--- src/rtl/rv32i_alu.sv ---
// rtl/rv32i_alu.sv - RV32I execute-stage integer ALU with registered result
//
// Purpose:
//   Computes add/sub, bitwise logic, shifts, set-less-than and branch compares
//   from two XLEN operands under an encoded opcode. The result is registered,
//   giving a fixed one-cycle latency into writeback and the branch unit.
//
// Ports:
//   i_clk      in   1       clock, rising edge
//   i_rst      in   1       synchronous active-high reset, clears ow_result
//   i_alu_op   in   ALUOPS  operation select
//   i_data_1   in   XLEN    operand A (rs1 / PC)
//   i_data_2   in   XLEN    operand B (rs2 / immediate, shift amount in [4:0])
//   shamt      in   5       reserved, not used by this revision
//   ow_result  out  XLEN    registered result

module rv32i_alu #(
  parameter int XLEN   = 32,
  parameter int ALUOPS = 4
) (
  input  logic              i_clk,
  input  logic              i_rst,
  input  logic [ALUOPS-1:0] i_alu_op,
  input  logic [XLEN-1:0]   i_data_1,
  input  logic [XLEN-1:0]   i_data_2,
  input  logic [4:0]        shamt,
  output logic [XLEN-1:0]   ow_result
);

  localparam logic [ALUOPS-1:0] OP_ADD  = ALUOPS'(0);
  localparam logic [ALUOPS-1:0] OP_SUB  = ALUOPS'(1);
  localparam logic [ALUOPS-1:0] OP_AND  = ALUOPS'(2);
  localparam logic [ALUOPS-1:0] OP_OR   = ALUOPS'(3);
  localparam logic [ALUOPS-1:0] OP_XOR  = ALUOPS'(4);
  localparam logic [ALUOPS-1:0] OP_SLL  = ALUOPS'(5);
  localparam logic [ALUOPS-1:0] OP_SRL  = ALUOPS'(6);
  localparam logic [ALUOPS-1:0] OP_SRA  = ALUOPS'(7);
  localparam logic [ALUOPS-1:0] OP_SLT  = ALUOPS'(8);
  localparam logic [ALUOPS-1:0] OP_SLTU = ALUOPS'(9);
  localparam logic [ALUOPS-1:0] OP_EQ   = ALUOPS'(10);
  localparam logic [ALUOPS-1:0] OP_NEQ  = ALUOPS'(11);
  localparam logic [ALUOPS-1:0] OP_GE   = ALUOPS'(12);
  localparam logic [ALUOPS-1:0] OP_GEU  = ALUOPS'(13);

  logic [XLEN-1:0] result_d;
  logic [XLEN-1:0] result_q;

  // Shift amount always comes from B; decode places the immediate shamt there,
  // so the dedicated shamt port stays unused.
  logic [4:0] sh_amt;
  logic       lt_signed;
  logic       lt_unsigned;
  logic       cmp_bit;
  logic       cmp_sel;
  logic       unused_shamt;

  assign sh_amt       = i_data_2[4:0];
  assign lt_signed    = $signed(i_data_1) < $signed(i_data_2);
  assign lt_unsigned  = i_data_1 < i_data_2;
  assign unused_shamt = ^shamt;

  // Compare ops share one zero-extended output bit.
  always_comb begin
    cmp_bit = 1'b0;
    cmp_sel = 1'b1;
    case (i_alu_op)
      OP_SLT:  cmp_bit = lt_signed;
      OP_SLTU: cmp_bit = lt_unsigned;
      OP_EQ:   cmp_bit = (i_data_1 == i_data_2);
      OP_NEQ:  cmp_bit = (i_data_1 != i_data_2);
      OP_GE:   cmp_bit = ~lt_signed;
      OP_GEU:  cmp_bit = ~lt_unsigned;
      default: cmp_sel = 1'b0;
    endcase
  end

  always_comb begin
    result_d = '0;
    case (i_alu_op)
      OP_ADD:  result_d = i_data_1 + i_data_2;
      OP_SUB:  result_d = i_data_1 - i_data_2;
      OP_AND:  result_d = i_data_1 & i_data_2;
      OP_OR:   result_d = i_data_1 | i_data_2;
      OP_XOR:  result_d = i_data_1 ^ i_data_2;
      OP_SLL:  result_d = i_data_1 << sh_amt;
      OP_SRL:  result_d = i_data_1 >> sh_amt;
      OP_SRA:  result_d = $unsigned($signed(i_data_1) >>> sh_amt);
      default: begin
        // Opcodes 14/15 fall through with cmp_sel low and produce zero.
        if (cmp_sel) begin
          result_d = {{(XLEN-1){1'b0}}, cmp_bit};
        end
      end
    endcase
  end

  always_ff @(posedge i_clk) begin
    if (i_rst) begin
      result_q <= '0;
    end else begin
      result_q <= result_d;
    end
  end

  assign ow_result = result_q;

endmodule

--- config.mk ---
export PLATFORM = sky130hd
export DESIGN_NAME = rv32i_alu
export DESIGN_NICKNAME = d
export VERILOG_FILES = /design/src/rtl/rv32i_alu.sv
export SDC_FILE = /design/constraint.sdc
export NUM_CORES = 1
export LEC_CHECK = 0
export ABC_AREA = 0
export CORE_MARGIN = 4
export CORE_UTILIZATION = 45
export DETAILED_ROUTE_END_ITERATION = 12
export PLACE_DENSITY = 0.66
export SLEW_MARGIN = 20
export SYNTH_ARGS = -nofsm -noshare
export SYNTH_HDL_FRONTEND = slang
export SYNTH_SLANG_ARGS = --single-unit
--- constraint.sdc ---
create_clock -name i_clk -period 9.63 [get_ports i_clk]
set_input_delay 2.4075 -clock i_clk [delete_from_list [all_inputs] [get_ports i_clk]]
set_output_delay 2.4075 -clock i_clk [all_outputs]
set_load 0.02 [all_outputs]
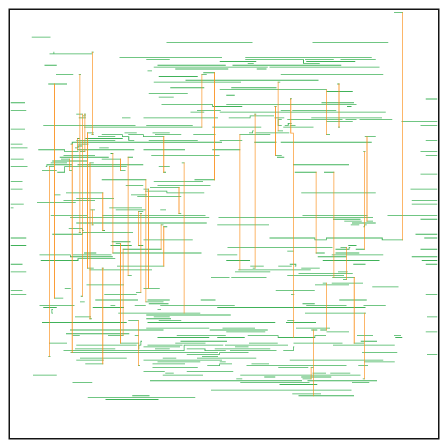
Figure 1: signal wires by layer.
Two of the layers only.
Key: M4 = orange [wire length 1,580 um]; M3 = green [wire length 4,650 um]
total global-route track usage: 35.6%
routed wire length: 44.5 mm
WL/cell: 27.4 um
routed via count: 11,300

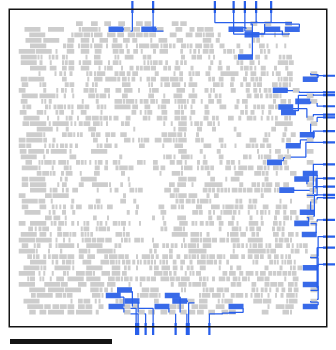
Figure 2: I/O nets highlighted.
The bar under the picture is 50 um long.
Key: ow_result = blue [direction output, end cells 32, buffers 32, wire 608 um]
Boundary Pins: 107
PortBufs: 101

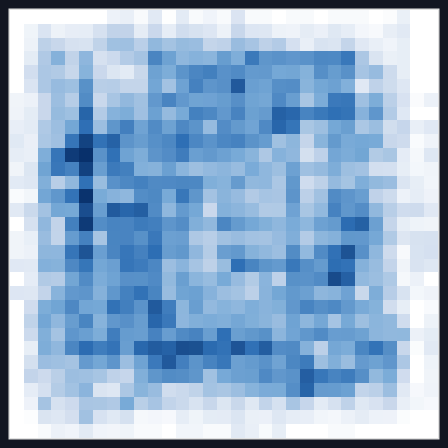
Figure 3: routed metal per tile.
The die is cut into 31 by 31 equal tiles; white is low, dark blue is high, scaled to the fullest tile. Values are wire area over tile area, all layers added.
6.3% of the tiles are nearly empty. The mean over all tiles is 0.31. 37% of the tiles are over half the peak. The fullest tile reaches 0.81.

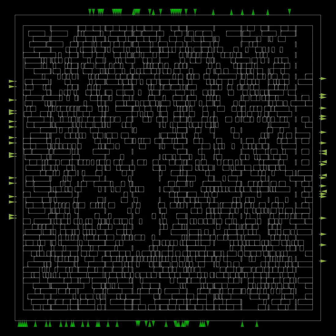
Figure 4: cell outlines without signal wires.
well tap count: 275
non-filler cells in the finished layout: 1,620

-- Yosys cell counts (22+ instances only) --
cell / instances
mux4_2: 60
dfxtp_1: 32
ha_1: 97
nor2_1: 140
mux2i_1: 25
a31oi_1: 22
nand2_1: 110
o211ai_1: 25
a211oi_1: 23
o21ai_0: 67
nor3_1: 34
a21oi_1: 125
clkbuf_1: 61
nand3_1: 29
a21o_1: 29
inv_1: 89
-- routing by layer --
layer / wire length (um) / track usage (%) / up-vias / part of all wire [%]
met4: 1580 / 10.7 / 0 / 3.6
met1: 19000 / 52.0 / 5474 / 43
li1: - / - / 5027 / -
met5: 0 / 0 / - / 0
met3: 4650 / 6.62 / 108 / 10
met2: 19300 / 53.1 / 716 / 43
-- cells by family after synthesis --
kind of cell,synth area share (%)
adders and majority gates,12.9
xor gates and xnor gates,1.08
AOI/OAI and AO/OA,32.7
buffers and inverters,8.78
muxes,18.1
DFF,6.59
and+or+nand+nor,19.9
-- power breakdown --
group,switching (mW),leakage [nW],internal (mW)
clock network,0.0715,0.0766,0.102
registers,0.00173,0.261,0.140
logic,0.376,4.00,0.223
-- area by class of cell --
cell class | instances | area share [%]
inverter | 95 | 3.28
clock inverter | 2 | 0.0920
tap | 275 | 3.16
multi-input combinational | 1090 | 75.9
clock buffer | 6 | 1.28
timing repair buffer | 120 | 10.4
sequential | 32 | 5.89
-- how the worst max path moves through the flow --
stage	to	start	cells after the start
after floorplan	ow_result[19]	i_data_2[2]	12
after global placement	ow_result[31]	i_data_2[4]	12
after detailed placement	ow_result[31]	i_data_2[4]	12
after CTS	ow_result[31]	i_data_2[4]	12
after global routing	ow_result[31]	i_data_2[4]	12
final	ow_result[31]	i_data_2[4]	12
-- critical path, cell delays in order --
cell	delay, ns
clkdlybuf4s50_1	0.45
buf_4	0.39
inv_1	0.41
ha_1	0.60
o211ai_2	0.15
o211ai_1	0.35
nand4_1	0.25
a2111o_1	0.51
a211o_1	0.37
a41o_1	0.30
mux2_4	0.30
a31oi_1	0.18
-- metrics by stage --
step	area (um^2)	utilization, %
2_1_floorplan	9720	-
3_3_place_gp	10700	50.7
3_5_place_dp	10700	50.7
4_1_cts	10900	51.4
5_1_grt	10900	51.5
6_report	10900	51.5
==> Changelog: implementation <==
### Metrics

- Status: complete, no violations
- Gate Area: 8260 um^2
- Synth area leader: mux4_2
- Mapped Area: 9720 um^2
- Total power: 0.915 mW
- Final Hold Fails: 0
- Ys cells: 1,320
- CP Capture Type: flop
- Antenna Nets Post-Route: 0
- Critical path class: primary input to flop
- CTS clk-pin slew, worst paths: 0.06 ns
- DRC violations left: 0
- Layout cells sized above 1: 9.67%
- Largest type area fraction: 13.9%
- CP Launch Type: primary input
- Post-synth EDFFs: 0
- Top Layout Cells: nor2_1, a21oi_1, nand2_1
- Post-CTS Hold Fix Bufs: 0
- Die width: 155 um
- Hold Crit Start: i_rst
- GRT overflow: 0
- Hold Crit Endpoint: ow_result[0]
- Global placer's final weighted congestion: 1.06
- Htree depth: 2
- CP Max Fanout: 41
- Fp_density: 46.0%
- Pins over their slew limit: 0
- DIE HEIGHT: 155 um
- VDD IR-drop max: 0.0636 mV
- WHS: 2.83 ns
- Hold Crit Class: primary input to flop
- Leak: 4.33 nW
- Number of flip-flops under the largest register name: 32
- CTS tree: built
- Sequential-to-total area share from yosys stat: 6.59%
- Global-route wire length before repair: 65.4 mm
- Final setup vio count: 0
- FP Rows: 53
- Yosys stat chip area: 9720 um^2
- Initial DRC count: 1,369
- Syn_area_per_cell: 7.36 um^2
- Top cells by area: mux4_2, ha_1, dfxtp_1, a21oi_1, nor2_1
- RSZ-0062 raised after global routing: no
- Drt via density: 6.99
- Tool warning count: 96
- DIE AREA: 24,000 um^2
- Distinct lib cells: 89
- Final worst slack: 3.16 ns
- Largest net degree at the start of global routing: 76
- CORE AREA: 21,200 um^2
- Relative slew slack: 28.3%
- PostCTS Resize Cnt: 0
- Post-synth top flop: dfxtp_1
- HPWL Detailed: 34.1 mm
- Vias in the first global route: 10,200
- FF/Latch Area: 641 um^2
- Worst-margin pin slew: 1.05 ns
- Nets@finish: 1,518
- Antenna diodes: 0
- Area Growth Syn to Fin: 12.0%
- Max Root-Sink Buffers: 2
- Hold path cells: 2
- DRT Pass-1 Iters: 7
- Synthesized netlist cell count: 1,320
- CTS Root Cell: clkbuf_16
- Antenna violations before repair: 0
- Max Cap Violations: 0
- Num CTS Buffers: 5
- Max frequency: 155 MHz
- Fill count: 2,131
- Setup Total Neg Slack: 0 ns
- Commonest Layout Cell: nor2_1
- Dpl ws: 2.94 ns
- Required @ worst endpoint: 9.85 ns
- Postcts setup bufs: 0
- # placed instances: 1,612
- Clock sink count: 32
- Flops & latches, synth: 32
- Asr flop ratio synth: 0%
- Synth warn: 0
- Min Tclk post-route: 6.47 ns
- Post-synth net total: 1,494
- Critical path arrival: 6.69 ns
- Pwr dens: 84.0 nW/um^2
- Final period utilization: 67.2%
No activity file was given, so power comes from the tool's default toggle rates.
